**config.mk**
```make
export PLATFORM = sky130hd
export DESIGN_NAME = pipe_chain_param
export DESIGN_NICKNAME = d
export VERILOG_FILES = /design/src/rtl/pipe_chain_param.sv
export SDC_FILE = /design/constraint.sdc
export NUM_CORES = 1
export LEC_CHECK = 0
export ABC_AREA = 1
export ABC_CLOCK_PERIOD_IN_PS = 6000
export CORE_ASPECT_RATIO = 0.75
export CORE_MARGIN = 2
export CORE_UTILIZATION = 30
export DETAILED_ROUTE_END_ITERATION = 10
export PLACE_DENSITY = 0.6
export SLEW_MARGIN = 40
export SYNTH_ARGS = -nofsm -noshare
export SYNTH_HDL_FRONTEND = slang
export SYNTH_SLANG_ARGS = --single-unit
```
**constraint.sdc**
```tcl
create_clock -name clk_net -period 6 [get_ports clk_net]
set_clock_uncertainty 0.15 [all_clocks]
set_input_delay 0.6 -clock clk_net [delete_from_list [all_inputs] [get_ports clk_net]]
set_output_delay 0.6 -clock clk_net [all_outputs]
set_load 0.005 [all_outputs]
```
**src/rtl/pipe_chain_param.sv**
```systemverilog
// DEPTH-stage, WIDTH-bit registered chain with valid/ready flow control and a stage-0 transform.
// Optional per-stage parity tracking is enabled by defining PIPE_CHAIN_PARITY_EN.
module pipe_chain_param #(
    parameter int WIDTH = 8,
    parameter int DEPTH = 4,
    parameter int CNT_W = 16
) (
    input  logic                       clk_net,
    input  logic                       reset_net,
    input  logic                       in_valid,
    output logic                       in_ready,
    input  logic [WIDTH-1:0]           in_data,
    input  logic [1:0]                 mode,
    output logic                       out_valid,
    input  logic                       out_ready,
    output logic [WIDTH-1:0]           out_data,
    output logic [$clog2(DEPTH+1)-1:0] occupancy,
    output logic [CNT_W-1:0]           acc_count,
    input  logic                       par_inj,
    output logic                       par_err
);

    localparam int OCC_W = $clog2(DEPTH+1);

    logic [DEPTH-1:0] valid_q;
    logic [WIDTH-1:0] data_q [DEPTH];
    logic [DEPTH-1:0] ready;
    logic [WIDTH-1:0] xform;
    logic             in_fire;
    logic             out_fire;
    logic [OCC_W-1:0] occ_q;
    logic [CNT_W-1:0] acc_q;

    function automatic logic [WIDTH-1:0] transform(input logic [WIDTH-1:0] d,
                                                   input logic [1:0]       m);
        logic [WIDTH-1:0] r;
        case (m)
            2'b00:   r = d;
            2'b01:   r = ~d;
            2'b10:   r = d ^ (d >> 1);
            default: r = {d[WIDTH-2:0], d[WIDTH-1]};
        endcase
        return r;
    endfunction

    assign xform = transform(in_data, mode);

    // Ready ripples combinationally from out_ready back to stage 0; this long path is intentional.
    always_comb begin : ready_chain
        logic r;
        ready = '0;
        r     = out_ready;
        for (int k = DEPTH-1; k >= 0; k--) begin
            r        = ~valid_q[k] | r;
            ready[k] = r;
        end
    end

    assign in_ready  = ready[0];
    assign out_valid = valid_q[DEPTH-1];
    assign out_data  = data_q[DEPTH-1];
    assign in_fire   = in_valid & ready[0];
    assign out_fire  = valid_q[DEPTH-1] & out_ready;
    assign occupancy = occ_q;
    assign acc_count = acc_q;

    always_ff @(posedge clk_net or negedge reset_net) begin
        if (!reset_net) begin
            valid_q <= '0;
            for (int k = 0; k < DEPTH; k++) begin
                data_q[k] <= '0;
            end
        end else begin
            if (ready[0]) begin
                valid_q[0] <= in_valid;
                data_q[0]  <= xform;
            end
            for (int k = 1; k < DEPTH; k++) begin
                if (ready[k]) begin
                    valid_q[k] <= valid_q[k-1];
                    data_q[k]  <= data_q[k-1];
                end
            end
        end
    end

    // Occupancy tracks entries in flight; a simultaneous accept and drain leaves it unchanged.
    always_ff @(posedge clk_net or negedge reset_net) begin
        if (!reset_net) begin
            occ_q <= '0;
            acc_q <= '0;
        end else begin
            case ({in_fire, out_fire})
                2'b10:   occ_q <= occ_q + OCC_W'(1);
                2'b01:   occ_q <= occ_q - OCC_W'(1);
                default: occ_q <= occ_q;
            endcase
            if (in_fire) begin
                acc_q <= acc_q + CNT_W'(1);
            end
        end
    end

`ifdef PIPE_CHAIN_PARITY_EN
    logic [DEPTH-1:0] par_q;
    logic             par_err_q;

    always_ff @(posedge clk_net or negedge reset_net) begin
        if (!reset_net) begin
            par_q     <= '0;
            par_err_q <= 1'b0;
        end else begin
            if (ready[0]) begin
                par_q[0] <= (^xform) ^ par_inj;
            end
            for (int k = 1; k < DEPTH; k++) begin
                if (ready[k]) begin
                    par_q[k] <= par_q[k-1];
                end
            end
            if (out_fire && ((^data_q[DEPTH-1]) != par_q[DEPTH-1])) begin
                par_err_q <= 1'b1;
            end
        end
    end

    assign par_err = par_err_q;
`else
    logic unused_par_inj;

    assign unused_par_inj = par_inj;
    assign par_err        = 1'b0;
`endif

endmodule
```
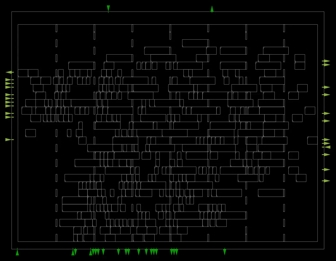
Run 1: placed standard cells
Core Area: 8600 µm²
# Taps: 108
flop count: 55
# fillers: 853

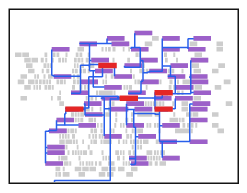
Run 1: clock distribution
Scale: 2 px per µm.
Red marks clock drivers, count 5. Blue marks clock wires, length 665 µm. Purple marks flip-flops, count 55.
There are 6 routed clock nets.

==> flow_summary.ini, run 1 <==
; physical design summary
[synthesis]
synthArstFlopShare_pct = 100.0
ys_cells = 327

[layout]
finalNonFillerCells = 472
seq-cell-share_pct = 41.35
lay_top_cells = nand2_1, dfrtp_1, clkdlybuf4s50_1
logic_gates = 224
clockBufferCount = 5
largest_reg_flops = 24
largest-register = data_q
antenna_cells = 0

[setup_path]
crit_path_frequent_cell = inv_1
cpPeakStageDelay_ns = 0.43
cp_num_buf_inv = 5
endpoint = occupancy[2]
crit_required_ns = 6.03

[global_route]
first_global_vias = 1915

[drt]
drt-met1-wl_um = 3102
vias = 2097
antenna_left = 0
route.met3.wl_um = 156

[power]
p_comb_share_pct = 27.8
power.total_uw = 1155
seq-power_uw = 541

[run_status]
status = finished, final reports clean

[clock_network]
clk_pin_slew_ns = 0.07
cts_max_level = 2
cts_buffer_depth = 2
cts_sinks = 55

[die]
io_pins = 45
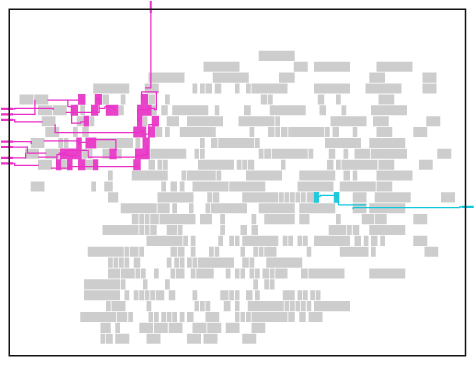
Run 1: port wiring
Scale: 4 px per µm.
Magenta marks `in_data`, direction input, edge 7 west, 1 north, end cells 29, wire 247 µm. Cyan marks `out_ready`, direction input, edge east, end cells 2, wire 43.4 µm.

==> inputs of run 2 (changes only) <==
- ABC_CLOCK_PERIOD_IN_PS: 6000 -> 2550
- PLACE_DENSITY: 0.6 -> 0.62
- clock period: 6 -> 2.55 ns (I/O delays scaled with it)
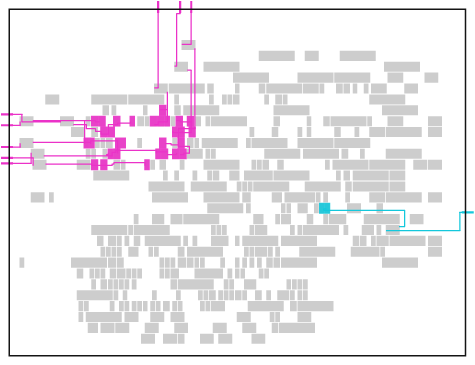
Run 2: port wiring
Scale: 4 px per µm.
Cyan marks `out_ready`, direction input, edge east, end cells 2, wire 50.5 µm. Magenta marks `in_data`, direction input, edge 5 west, 3 north, end cells 29, wire 289 µm.
PortBufs: 42
Boundary Pins: 45

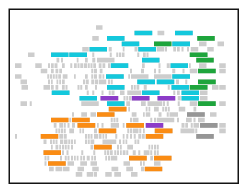
Run 2: where the registers sit
Scale: 2 px per µm. Other sequential cells in the stronger gray, the rest of the logic in the fainter gray.
Purple marks `valid_q`, sequential cells 4, where center. Cyan marks `data_q`, sequential cells 24. Orange marks `acc_count`, sequential cells 16. Green marks `out_data`, sequential cells 8.
sequential share of cell area: 40.77%
seq pwr: 1270 µW
sequential cell area: 1376 µm²
Core Util, Final: 39.26%

==> run 2 against run 1 <==
Compared with the run above: routed wire length rose by 2.6%; sequential power rose by 130%; non-clock buffer count rose by 4; critical endpoint is now in_ready.
==> flow_summary.ini, run 2 <==
; physical design summary
[power]
p_comb_share_pct = 28.1

[drt]
drt-met1-wl_um = 3031
antenna_left = 0

[die]
core-area_um2 = 8600
nWellTaps = 108

[setup_path]
cpPeakStageDelay_ns = 0.53
cp_num_buf_inv = 5
crit_path_frequent_cell = clkdlybuf4s50_1

[run_status]
status = finished, final reports clean

[layout]
largest-register = data_q
logic_gates = 224
lay_top_cells = nand2_1, dfrtp_1, clkdlybuf4s50_1
seq_cell_count = 55
finalNonFillerCells = 476
antenna_cells = 0
n_fill_cell = 861
largest_reg_flops = 24
clockBufferCount = 5

[clock_network]
clk_pin_slew_ns = 0.07
cts_buffer_depth = 2
cts_sinks = 55

[global_route]
first_global_vias = 1981
==> inputs of run 3 (changes only) <==
- CORE_UTILIZATION: 30 -> 48
- PLACE_DENSITY: 0.62 -> 0.86
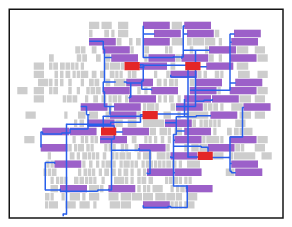
Run 3: clock distribution
Scale: 3 px per µm.
Red marks clock drivers, count 5. Purple marks flip-flops, count 55. Blue marks clock wires, length 608 µm.
There are 6 routed clock nets.
Clk network pwr share: 20.1%
Clk. pwr: 515 µW
Late-Pin Clk Latency: 0.32 ns

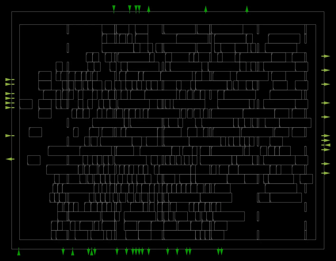
Run 3: placed standard cells
Core Area: 5381 µm²
sequential share of cell area: 42.05%

==> run 3 against run 2 <==
Compared with the run above: cell count decreased by 6.7%; highest routed layer unchanged; combinational power about the same; via count is 2.5% higher; register-to-register slack worse by 0.03 ns; core utilization grew 22 points; setup slack improved by 0.056 ns; worst hold slack improved by 0.0057 ns; synthesized cell count did not move; critical path depth is the same; design area fell by 3.0%; flip-flop count unchanged.
==> flow_summary.ini, run 3 <==
; physical design summary
[run_status]
status = finished, final reports clean

[layout]
logic_gates = 224
seq_cell_count = 55
largest-register = data_q
largest_reg_flops = 24
finalNetCount = 386
finalNonFillerCells = 444
n_fill_cell = 482
flop_area_um2 = 1376
lay_top_cells = nand2_1, dfrtp_1, clkdlybuf4s50_1

[setup_path]
cp.depth = 7
cpPeakStageDelay_ns = 0.52
cp_num_buf_inv = 5
crit_path_frequent_cell = clkdlybuf4s50_1
crit_start = out_ready

[drt]
route.met3.wl_um = 239
drt-met1-wl_um = 2648
antenna_left = 0
route.detailed.drc = 0

[die]
nWellTaps = 75
floorplan.core_util_pct = 50.31
io_pins = 45

[min_path]
hp-class = in2async

[synthesis]
synthArstFlopShare_pct = 100.0

[placement]
numPortBuffers = 42

[clock_network]
clk_pin_slew_ns = 0.11
cts_buffer_depth = 2
cts_sinks = 55

[power]
p_comb_share_pct = 30.3
seq-power_uw = 1270

[global_route]
first_global_vias = 1991

==> notes/layouts.md <==
Pictures saved along the way, in no particular order.

Cells colored by class.
(a)
Scale: 2 px per µm.
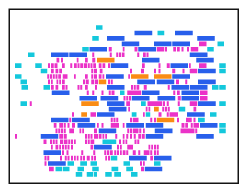
(b)
Scale: 3 px per µm.
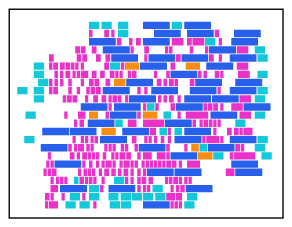
- highest utilization: (b)
- largest die: (a)
For run 3, see (b).
For run 2, see (a).

Power figures rest on the tool's default switching activity, not on a simulated workload.
